===== config.mk =====
export PLATFORM = sky130hd
export DESIGN_NAME = qam_symbol_integrator
export DESIGN_NICKNAME = d
export VERILOG_FILES = /design/src/rtl/qam_demapper_pkg.sv /design/src/rtl/qam_iq_accum.sv /design/src/rtl/qam_symbol_integrator.sv
export SDC_FILE = /design/constraint.sdc
export NUM_CORES = 1
export LEC_CHECK = 0
export CORE_ASPECT_RATIO = 0.6
export CORE_MARGIN = 3
export CORE_UTILIZATION = 30
export CTS_CLUSTER_DIAMETER = 30
export DETAILED_ROUTE_END_ITERATION = 16
export PLACE_DENSITY = 0.44
export SYNTH_ARGS = -nofsm -noshare
export SYNTH_HDL_FRONTEND = slang
export SYNTH_HIERARCHICAL = 1
export SYNTH_SLANG_ARGS = --single-unit
export TNS_END_PERCENT = 10

===== constraint.sdc =====
create_clock -name sclk -period 5.6 [get_ports sclk]
set_clock_uncertainty 0.05 [all_clocks]
set_input_delay 1.12 -clock sclk [delete_from_list [all_inputs] [get_ports sclk]]
set_output_delay 1.12 -clock sclk [all_outputs]
set_load 0.02 [all_outputs]

===== src/rtl/qam_demapper_pkg.sv =====
// Shared types and helpers for the 16QAM receive front end.
package qam_demapper_pkg;

    localparam int SAMPLE_W = 8;
    localparam int DIFF_W   = SAMPLE_W + 1;

    typedef enum logic [1:0] {
        ST_IDLE = 2'd0,
        ST_CAL  = 2'd1,
        ST_RUN  = 2'd2
    } state_t;

    function automatic logic signed [SAMPLE_W-1:0] sat8(input logic signed [31:0] v);
        if (v > 32'sd127)
            return 8'sh7f;
        else if (v < -32'sd128)
            return 8'sh80;
        else
            return v[SAMPLE_W-1:0];
    endfunction

endpackage


===== src/rtl/qam_iq_accum.sv =====
// One I or Q rail: DC offset register, offset correction, integrate-and-dump with saturation.
module qam_iq_accum
    import qam_demapper_pkg::*;
#(
    parameter int SPS_LOG2 = 2,
    parameter int CAL_LOG2 = 4
) (
    input  logic                       clk,
    input  logic                       rst,
    input  logic signed [SAMPLE_W-1:0] sample,
    input  logic                       clear,
    input  logic                       acc_en,
    input  logic                       cal_mode,
    input  logic                       dump,
    input  logic                       cal_last,
    output logic signed [SAMPLE_W-1:0] out
);

    // One accumulator serves both the calibration sum and the symbol sum.
    localparam int ACC_W = (DIFF_W + SPS_LOG2 > SAMPLE_W + CAL_LOG2) ?
                           (DIFF_W + SPS_LOG2) : (SAMPLE_W + CAL_LOG2);

    logic signed [SAMPLE_W-1:0] off;
    logic signed [DIFF_W-1:0]   diff;
    logic signed [ACC_W-1:0]    acc;
    logic signed [ACC_W-1:0]    addend;
    logic signed [ACC_W-1:0]    sum_next;
    logic signed [31:0]         sum_wide;

    always_comb begin
        diff     = {sample[SAMPLE_W-1], sample} - {off[SAMPLE_W-1], off};
        addend   = cal_mode ? {{(ACC_W-SAMPLE_W){sample[SAMPLE_W-1]}}, sample}
                            : {{(ACC_W-DIFF_W){diff[DIFF_W-1]}}, diff};
        sum_next = acc + addend;
        sum_wide = {{(32-ACC_W){sum_next[ACC_W-1]}}, sum_next};
    end

    always_ff @(posedge clk or posedge rst) begin
        if (rst) begin
            acc <= '0;
            off <= '0;
            out <= '0;
        end else begin
            if (clear || dump || cal_last)
                acc <= '0;
            else if (acc_en)
                acc <= sum_next;
            if (dump)
                out <= sat8(sum_wide >>> SPS_LOG2);
            // Mean of 8-bit samples always fits, so sat8 only narrows here.
            if (cal_last)
                off <= sat8(sum_wide >>> CAL_LOG2);
        end
    end

endmodule


===== src/rtl/qam_symbol_integrator.sv =====
// Integrate-and-dump front end: DC calibration, per-symbol averaging, strobes for the demapper.
module qam_symbol_integrator
    import qam_demapper_pkg::*;
#(
    parameter int SPS_LOG2 = 2,
    parameter int CAL_LOG2 = 4
) (
    input  logic                       sclk,
    input  logic                       rst,
    input  logic                       en,
    input  logic                       cal,
    input  logic signed [SAMPLE_W-1:0] I_in,
    input  logic signed [SAMPLE_W-1:0] Q_in,
    output logic signed [SAMPLE_W-1:0] I_out,
    output logic signed [SAMPLE_W-1:0] Q_out,
    output logic                       sym_valid,
    output logic                       cal_done,
    output logic                       busy
);

    localparam int CNT_W = (SPS_LOG2 > CAL_LOG2) ? SPS_LOG2 : CAL_LOG2;
    localparam logic [CNT_W-1:0] SYM_LAST = CNT_W'((1 << SPS_LOG2) - 1);
    localparam logic [CNT_W-1:0] CAL_LAST = CNT_W'((1 << CAL_LOG2) - 1);

    state_t           state, state_nxt;
    logic [CNT_W-1:0] cnt;
    logic             run_go, acc_en, cal_mode, clear, dump, cal_last;

    always_ff @(posedge sclk or posedge rst) begin
        if (rst)
            state <= ST_IDLE;
        else
            state <= state_nxt;
    end

    always_comb begin
        state_nxt = state;
        case (state)
            ST_IDLE: begin
                if (cal)
                    state_nxt = ST_CAL;
                else if (en)
                    state_nxt = ST_RUN;
            end
            ST_CAL:  if (cnt == CAL_LAST) state_nxt = ST_IDLE;
            ST_RUN: begin
                if (cal)
                    state_nxt = ST_CAL;
                else if (!en)
                    state_nxt = ST_IDLE;
            end
            default: state_nxt = ST_IDLE;
        endcase
    end

    // A sample on the edge that leaves RUN is not accepted; the partial symbol is dropped.
    always_comb begin
        run_go   = (state == ST_RUN) && en && !cal;
        cal_mode = (state == ST_CAL);
        acc_en   = cal_mode || run_go;
        clear    = !acc_en;
        dump     = run_go && (cnt == SYM_LAST);
        cal_last = cal_mode && (cnt == CAL_LAST);
        busy     = (state != ST_IDLE);
    end

    always_ff @(posedge sclk or posedge rst) begin
        if (rst) begin
            cnt       <= '0;
            sym_valid <= 1'b0;
            cal_done  <= 1'b0;
        end else begin
            if (clear || dump || cal_last)
                cnt <= '0;
            else
                cnt <= cnt + 1'b1;
            sym_valid <= dump;
            cal_done  <= cal_last;
        end
    end

    qam_iq_accum #(.SPS_LOG2(SPS_LOG2), .CAL_LOG2(CAL_LOG2)) u_i (
        .clk(sclk), .rst(rst), .sample(I_in),
        .clear(clear), .acc_en(acc_en), .cal_mode(cal_mode),
        .dump(dump), .cal_last(cal_last), .out(I_out)
    );

    qam_iq_accum #(.SPS_LOG2(SPS_LOG2), .CAL_LOG2(CAL_LOG2)) u_q (
        .clk(sclk), .rst(rst), .sample(Q_in),
        .clear(clear), .acc_en(acc_en), .cal_mode(cal_mode),
        .dump(dump), .cal_last(cal_last), .out(Q_out)
    );

endmodule


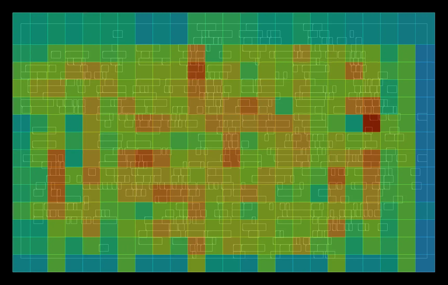
run_1/congestion.png
M2 GR Usage: 0.171
GRT Total Usage: 0.153

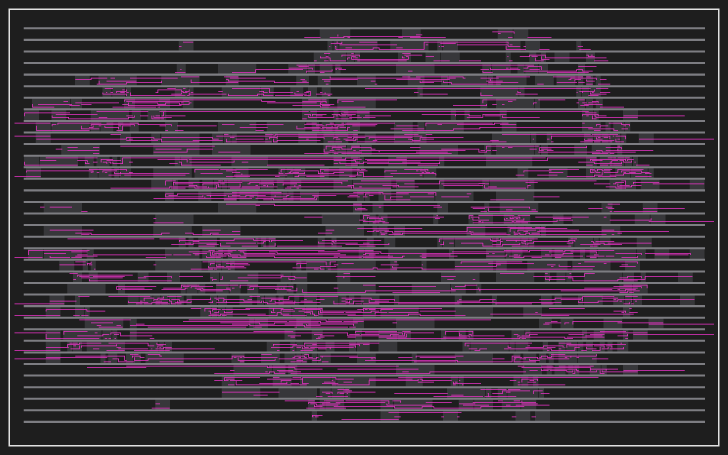
run_1/layer_met1.png
Supply wires on this layer in grey. Cells faint in the background.
share of all routed wire: 63%
main direction: horizontal
longest straight run: 65.3 um

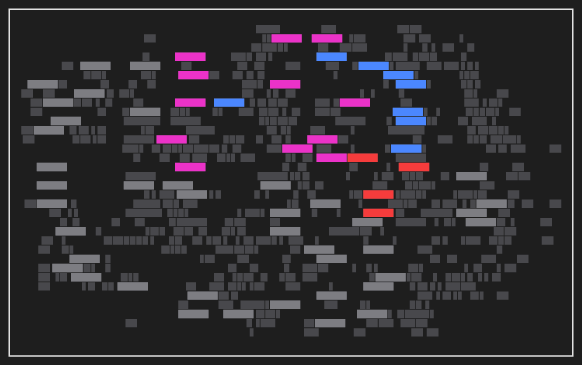
run_1/flops_by_reg.png
Other sequential cells in the stronger grey, the rest of the logic in the fainter grey.
legend:
  blue:
    signal: `u_q/off`
    flops: 8
  red:
    signal: `cnt`
    flops: 4
  magenta:
    signal: `u_q/acc`
    flops: 12

==> run summary, run 1 <==
Hold Path Cell Cnt - 1
WL final - 12.6 mm
Ys async rst share - 1.00
Hold Buf Count CTS - 0
RR Endpoint - u_i/out[5]
Critical path class - input port to flop
Die area - 0.0170 sq mm
Top cells, area - dfrtp_1, ha_1, nand2_1
Syn Nets - 573
Lkg Pwr - 2.63 nW
Sink Count - 64
N_diodes - 0
CP Capture Type - flop
Yosys Warn Count - 6
Num rows - 34
Post-CTS Setup Bufs - 0
RSZ-0062 raised after global routing - no
Distinct lib cells - 66
Area delta synth->final - 21.1%
First DRT Iteration DRCs - 350
Hold path endpoint - cnt[0]
CTS Buffer Depth - 2
Synth Instances - 508
Setup crit end - u_q/out[6]
Largest net degree at the start of global routing - 44
Grt peak-use layer - met1
Global-route wire length before repair - 20.1 mm
Tightest Pin Transition - 0.665 ns
Late-Pin Clk Latency - 0.33 ns
Gpl congestion - 0.812
Critical Path AT - 5.24 ns
Worst EP required - 5.73 ns
Antenna viol nets, final - 0
Die width - 166 um
Tcrit/Tclk final - 0.911
DIE HEIGHT - 102 um
Tally of filler cells in the layout - 1,493
Core Box Area - 0.0148 sq mm
Wl on met1 - 7.93 mm
Detail Route met2 WL - 4.10 mm
Reg2Reg Depth - 17
M3 GR Usage - 0.0445
VDD IR max - 0.248 mV
Global route overflow - 0
Routed length on met3 - 520 um
IO Count - 39
Initial antenna violation count - 0
Max layer used - met4
Cell taking the most area after synthesis - dfrtp_1
Max-slew violations - 0
Share of cells above drive strength 1 - 0.0939
Min cycle time layout - 5.10 ns
Dominant flop cell - dfrtp_1
Via count - 3,767
Nets - 614
Final hold violation count - 0
Port buffer count - 38
CTS Buf Count - 9
Yosys chip area - 0.00463 sq mm
Starting density of the core - 0.313
Outcome - complete, no violations
Hold Startpoint - cnt[0]
Worst min path class - flop to flop
Area of the mapped netlist - 0.00463 sq mm
Final setup vio count - 0
Worst Path Max Fanout - 10
H-tree depth - 3
Startpoint types - input port
Clock transition at path regs - 0.05 ns
Post-synth EDFFs - 0
RR Startpoint - u_i/off[1]
Seq share, synth - 0.346
# Cells Yosys - 508
Drt via density - 5.01
DRC - 0
Mean Syn Cell Area - 9.11 sq um
Hpwl dp - 9.60 mm
Vias in the first global route - 3,583
Setup TNS - 0 ns
Pwr dens - 617 mW/mm^2
Critical path startpoint - Q_in[0]
Total tool warning count - 28
Met1 Use GR - 0.266
FF+latch count, synth - 64
Pre-Repair DR Iteration Count - 4
R2R setup slack - 1.35 ns
CTS tree - built
Max-Cap Viols - 0
Dominant cell area share - 0.346
Avg WL per Cell - 16.8 um
PostCTS Resize Cnt - 0
Worst slew margin - 0.554
Fmax - 0.196 GHz
Hold WS - 0.426 ns
Root Buffer Master - clkbuf_16
[run 1: where the power goes]
part           total, mW  internal, mW  switching (mW)
clock network      0.651         0.435           0.216
logic               2.15         0.817            1.33
registers          0.658         0.585          0.0734
[run 1: sequential cells by signal, indices dropped and copies added, names as in the netlist]
register	cells
u_q/acc	12
u_i/out	8
state	2
cnt	4
sym_valid	1
u_q/out	8
u_i/off	8
cal_done	1
u_i/acc	12
u_q/off	8
[run 1: metrics by stage]
stage          instances  setup slack, ns  instance area (sq um)  total power [mW]  utilization
6_report             752            0.496                   5610              3.46        0.379
5_1_grt              752            0.241                   5610              3.72        0.379
4_1_cts              752            0.521                   5610              3.45        0.379
3_5_place_dp         736            0.183                   5260              2.78        0.355
3_3_place_gp         736            0.236                   5260              2.77        0.355
2_1_floorplan        508             1.13                   4630              2.15            -
[run 1: final cells by class]
cell class	instances	area, sq um	share of cell area
well taps	198	248	0.0442
inverters	44	165	0.0295
flip-flops and latches	64	1600	0.286
repair buffers	49	463	0.0826
clock inverters	7	119	0.0212
multi-input cells	381	2780	0.497
clock buffers	9	225	0.0402
[run 1: synth_stat cells, types with 3 or more instances]
master    number
a211o_1        3
a211oi_1       3
a21boi_0       3
a21o_1         9
a21oi_1       27
a22o_1        16
a22oi_1        7
and2_1         3
clkbuf_1      16
dfrtp_1       64
fa_1           4
ha_1          41
inv_1         44
mux2_2         3
mux2i_1        8
nand2_1       46
nand2b_1      17
nand3_1        5
nor2_1        33
nor2b_1        4
nor3_1        11
nor3b_1        6
o211ai_1       3
o21a_1         4
o21ai_0       31
o21ai_1        8
o21bai_1       4
o221ai_1       7
o22ai_1        7
o31ai_1        6
xnor2_1       13
xor2_1         8
[run 1: cells in the final DEF (no fill, tap or decap), types with 6 or more instances in the layout]
| cell | instances |
|---|---|
| o221ai_1 | 7 |
| nor3_1 | 10 |
| o21ai_0 | 31 |
| xor2_1 | 8 |
| buf_4 | 11 |
| ha_1 | 41 |
| a21o_1 | 9 |
| a22oi_1 | 7 |
| mux2i_1 | 8 |
| clkbuf_16 | 9 |
| dfrtp_1 | 64 |
| a22o_1 | 16 |
| o31ai_1 | 6 |
| nand2_1 | 46 |
| nor2_1 | 33 |
| o21ai_1 | 8 |
| xnor2_1 | 13 |
| a21oi_1 | 27 |
| inv_1 | 44 |
| o22ai_1 | 7 |
| clkdlybuf4s50_1 | 38 |
| nand2b_1 | 17 |
[run 1: kinds of logic after synthesis]
logic type	synth area share
adder cells (fa/ha/maj)	0.128
AND/OR/NAND/NOR	0.162
buffers and inverters	0.0549
flip-flops	0.346
multiplexers	0.0276
XOR/XNOR	0.0497
AND-OR/OR-AND	0.232
[run 1: worst max-delay path: stages]
cell and delay (ns):
clkdlybuf4s50_1 0.45, inv_1 0.05, ha_1 0.22, fa_1 0.40, nand2b_1 0.19, a21oi_1 0.24
o21ai_0 0.12, nand2b_1 0.09, xnor2_1 0.07, o21ai_0 0.28, ha_1 0.36, a21o_1 0.24
o21ai_1 0.19, nor3_1 0.08, a211o_1 0.28, xnor3_2 0.48, a22oi_1 0.23, o221ai_1 0.13
==> run 2: changes to the inputs <==
Settings changed: CORE_UTILIZATION 30 to 55, PLACE_DENSITY 0.44 to 0.73.
Clock period 5.6 ns to 6.42 ns, I/O delays scaled along.
==> run 2 against run 1 <==
Effect of this change: cell count shrank 13%; sequential cell count is the same; synthesized cell count did not move; largest power group unchanged; wire length down 6.2%; synthesized area did not move; non-clock buffer count fell by 7; combinational power decreased by 17%; count of clock-buffer cells in the layout up 5; first-iteration DRC count is 18% higher; highest routed layer unchanged; critical path type unchanged.
==> run summary, run 2 <==
Outcome - complete, no violations
Placed insts - 639 (-13%)
Min cycle time layout - 5.29 ns
Num rows - 25 (-26%)
Initial antenna violation count - 0 (unchanged)
Die width - 124 um (-25%)
Hold WS - 0.435 ns (+0.00914 ns)
Hold Startpoint - u_q/out[7]
Yosys Warn Count - 6 (unchanged)
Post-CTS Setup Bufs - 0 (unchanged)
Avg WL per Cell - 18.1 um (+7.7%)
Port buffer count - 38 (unchanged)
CTS tree - built
Startpoint types - input port
Setup TNS - 0 ns (unchanged)
DIE HEIGHT - 77.1 um (-25%)
Final setup vio count - 0 (unchanged)
Crit path max-delay cell type - a311oi_2
Critical Path AT - 5.45 ns (+0.21 ns)
Largest net degree at the start of global routing - 44 (unchanged)
Starting density of the core - 0.576 (+0.263)
Ys async rst share - 1.00 (unchanged)
Clock transition at path regs - 0.05 ns (about the same)
Critical-path cell list - clkdlybuf4s50_1, ha_1, nor2b_1, o21ai_0, a21boi_0, o21ai_0, a21boi_0, o31ai_1, ha_1, and4_1, a211oi_1, a2111oi_0, a311oi_2, o21ai_1, a21oi_1, o22ai_1
Biggest regs - u_i/acc x12, u_q/acc x12
RSZ-0062 raised after global routing - no
H-tree depth - 3 (unchanged)
Global-route wire length before repair - 19.9 mm (-1.4%)
Gpl congestion - 0.956 (+18%)
IO Count - 39 (unchanged)
Distinct lib cells - 66 (unchanged)
Post-synth EDFFs - 0 (unchanged)
Seq share, synth - 0.346 (unchanged)
Vias in the first global route - 3,851 (+7.5%)
Worst Path Buf+Inv - 1 (-1)
Dominant flop cell - dfrtp_1
RR Endpoint - u_i/out[0]
Pre-Repair DR Iteration Count - 5 (+1)
Cell family with most CP delay - AND-OR/OR-AND gates
Lkg Pwr - 2.60 nW (-1.4%)
N_diodes - 0 (unchanged)
Dominant cell area share - 0.346 (unchanged)
Total Power - 2.87 mW (-17%)
CTS Buf Count - 9 (unchanged)
Worst min path class - flop to flop
FF+latch count, synth - 64 (unchanged)
CP Capture Type - flop
Hold Path Cell Cnt - 1 (unchanged)
Hold path endpoint - u_q/out[7]
Top cell excl fill/tap - dfrtp_1
GRT Total Usage - 0.262 (+0.109)
Yosys chip area - 0.00463 sq mm (unchanged)
Pwr dens - 531 mW/mm^2 (-14%)
Fmax - 0.189 GHz
Placed Area - 0.00510 sq mm (-3.1%)
Drt via density - 6.02 (+20%)
Hpwl dp - 8.48 mm (-12%)
Worst Path Max Fanout - 6 (-4)
Share of cells above drive strength 1 - 0.0804 (-0.0134)
Worst slew margin - 0.259 (-0.294)
Worst EP required - 6.58 ns (+0.85 ns)
Final worst setup slack - 1.13 ns (+0.636 ns)
Area of the mapped netlist - 0.00463 sq mm (unchanged)
Mean Syn Cell Area - 9.11 sq um (unchanged)
Tightest Pin Transition - 1.11 ns (+0.445 ns)
Global route overflow - 0 (unchanged)
Design area - 0.00542 sq mm (-3.4%)
Via count - 3,945 (+4.7%)
Hold Buf Count CTS - 0 (unchanged)
CTS Buffer Depth - 2 (unchanged)
First DRT Iteration DRCs - 414 (+18%)
Total tool warning count - 28 (unchanged)
Core Box Area - 0.00804 sq mm (-46%)
DRC - 0 (unchanged)
Post-placement setup slack - 0.896 ns (+0.713 ns)
Nets - 607 (-1.1%)
R2R setup slack - 2.12 ns (+0.77 ns)
Cell taking the most area after synthesis - dfrtp_1
Critical path class - input port to flop
VDD IR max - 0.250 mV (+1.1%)
Top cells, area - dfrtp_1, ha_1, nand2_1
PostCTS Resize Cnt - 0 (unchanged)
Sink Count - 64 (unchanged)
Area delta synth->final - 17.0%
Non-Filler Instances - 655 (-13%)
Most frequent cells in the layout - dfrtp_1, nand2_1, inv_1
Max-slew violations - 0 (unchanged)
Most common cell in the netlist - dfrtp_1
# Cells Yosys - 508 (unchanged)
Top post-synthesis cells by count - dfrtp_1, nand2_1, inv_1
Reg2Reg Depth - 16 (-1)
Util after Layout - 0.674 (+0.295)
Die area - 0.00959 sq mm (-44%)
Synth Instances - 508 (unchanged)
Late-Pin Clk Latency - 0.34 ns (about the same)
Final hold violation count - 0 (unchanged)
Antenna viol nets, final - 0 (unchanged)
Critical Path Max Stage Delay - 0.50 ns (+0.02 ns)
Max-Cap Viols - 0 (unchanged)
WL final - 11.8 mm (-6.2%)
Tcrit/Tclk final - 0.824
RR Startpoint - u_i/off[1]
Root Buffer Master - clkbuf_16
Syn Nets - 573 (unchanged)
==> run 2: cell counts after synthesis <==
Identical to the previous run, type by type.
==> run 2: cell families after synthesis <==
group	Yosys count	share of synthesized area
AND-OR/OR-AND	154	0.232
XOR/XNOR	23	0.0497
adder cells (fa/ha/maj)	45	0.128
buffers and inverters	63	0.0549
flip-flops	64	0.346
multiplexers	12	0.0276
AND/OR/NAND/NOR	147	0.162
==> run 2: power by group <==
part           internal, mW  total [mW]  switching (mW)  leakage [nW]
clock                 0.342       0.517           0.175         0.159
combinational         0.661        1.78            1.12          1.69
sequential            0.510       0.579          0.0691         0.751
==> run 2: per-layer routing <==
metal	share of wire	routed length, um	vias up	GRT usage
met3	0.091	1070	15	0.0912
met1	0.53	6250	1867	0.414
met4	0.013	148	0	0.0711
met5	0	0	-	0
li1	-	-	1900	-
met2	0.37	4350	163	0.329
==> run 2: worst max path at each step <==
| stage | startpoint | to | slack, ns | cells past startpoint |
|---|---|---|---|---|
| after floorplan | Q_in[0] | u_q/out[0] | 1.79 | 17 |
| after global placement | Q_in[0] | u_q/out[2] | 0.93 | 18 |
| after detailed placement | I_in[1] | u_i/out[0] | 0.90 | 16 |
| after CTS | I_in[1] | u_i/out[2] | 1.21 | 16 |
| after global routing | I_in[1] | u_i/out[0] | 0.83 | 16 |
| final | I_in[1] | u_i/out[0] | 1.13 | 16 |
==> run 2: cell type report <==
class / instances / area, sq um
clock buffer: 14 / 284
inverter: 44 / 165
multi-input combinational: 381 / 2780
clock inverter: 2 / 35.0
sequential: 64 / 1600
fill: 653 / 2620
tap: 108 / 135
timing repair buffer: 42 / 410
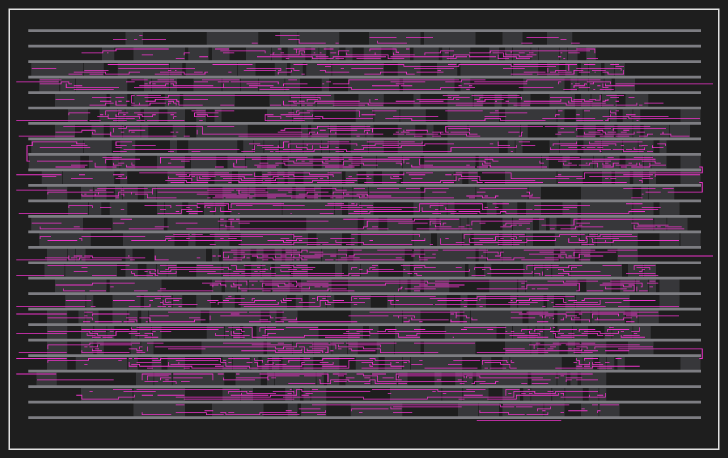
run_2/layer_met1.png
Supply wires on this layer in grey. Cells faint in the background.
wire length on this layer: 6,250 um
share of all routed wire: 53%

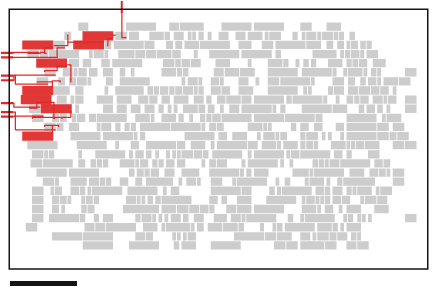
run_2/io_fan.png
The bar under the picture is 20 um long.
legend:
  red:
    port: `Q_out`
    direction: output
    end_cells: 8
    buffers: 8
    wire: 194 um

Power figures rest on the tool's default switching activity, not on a simulated workload.
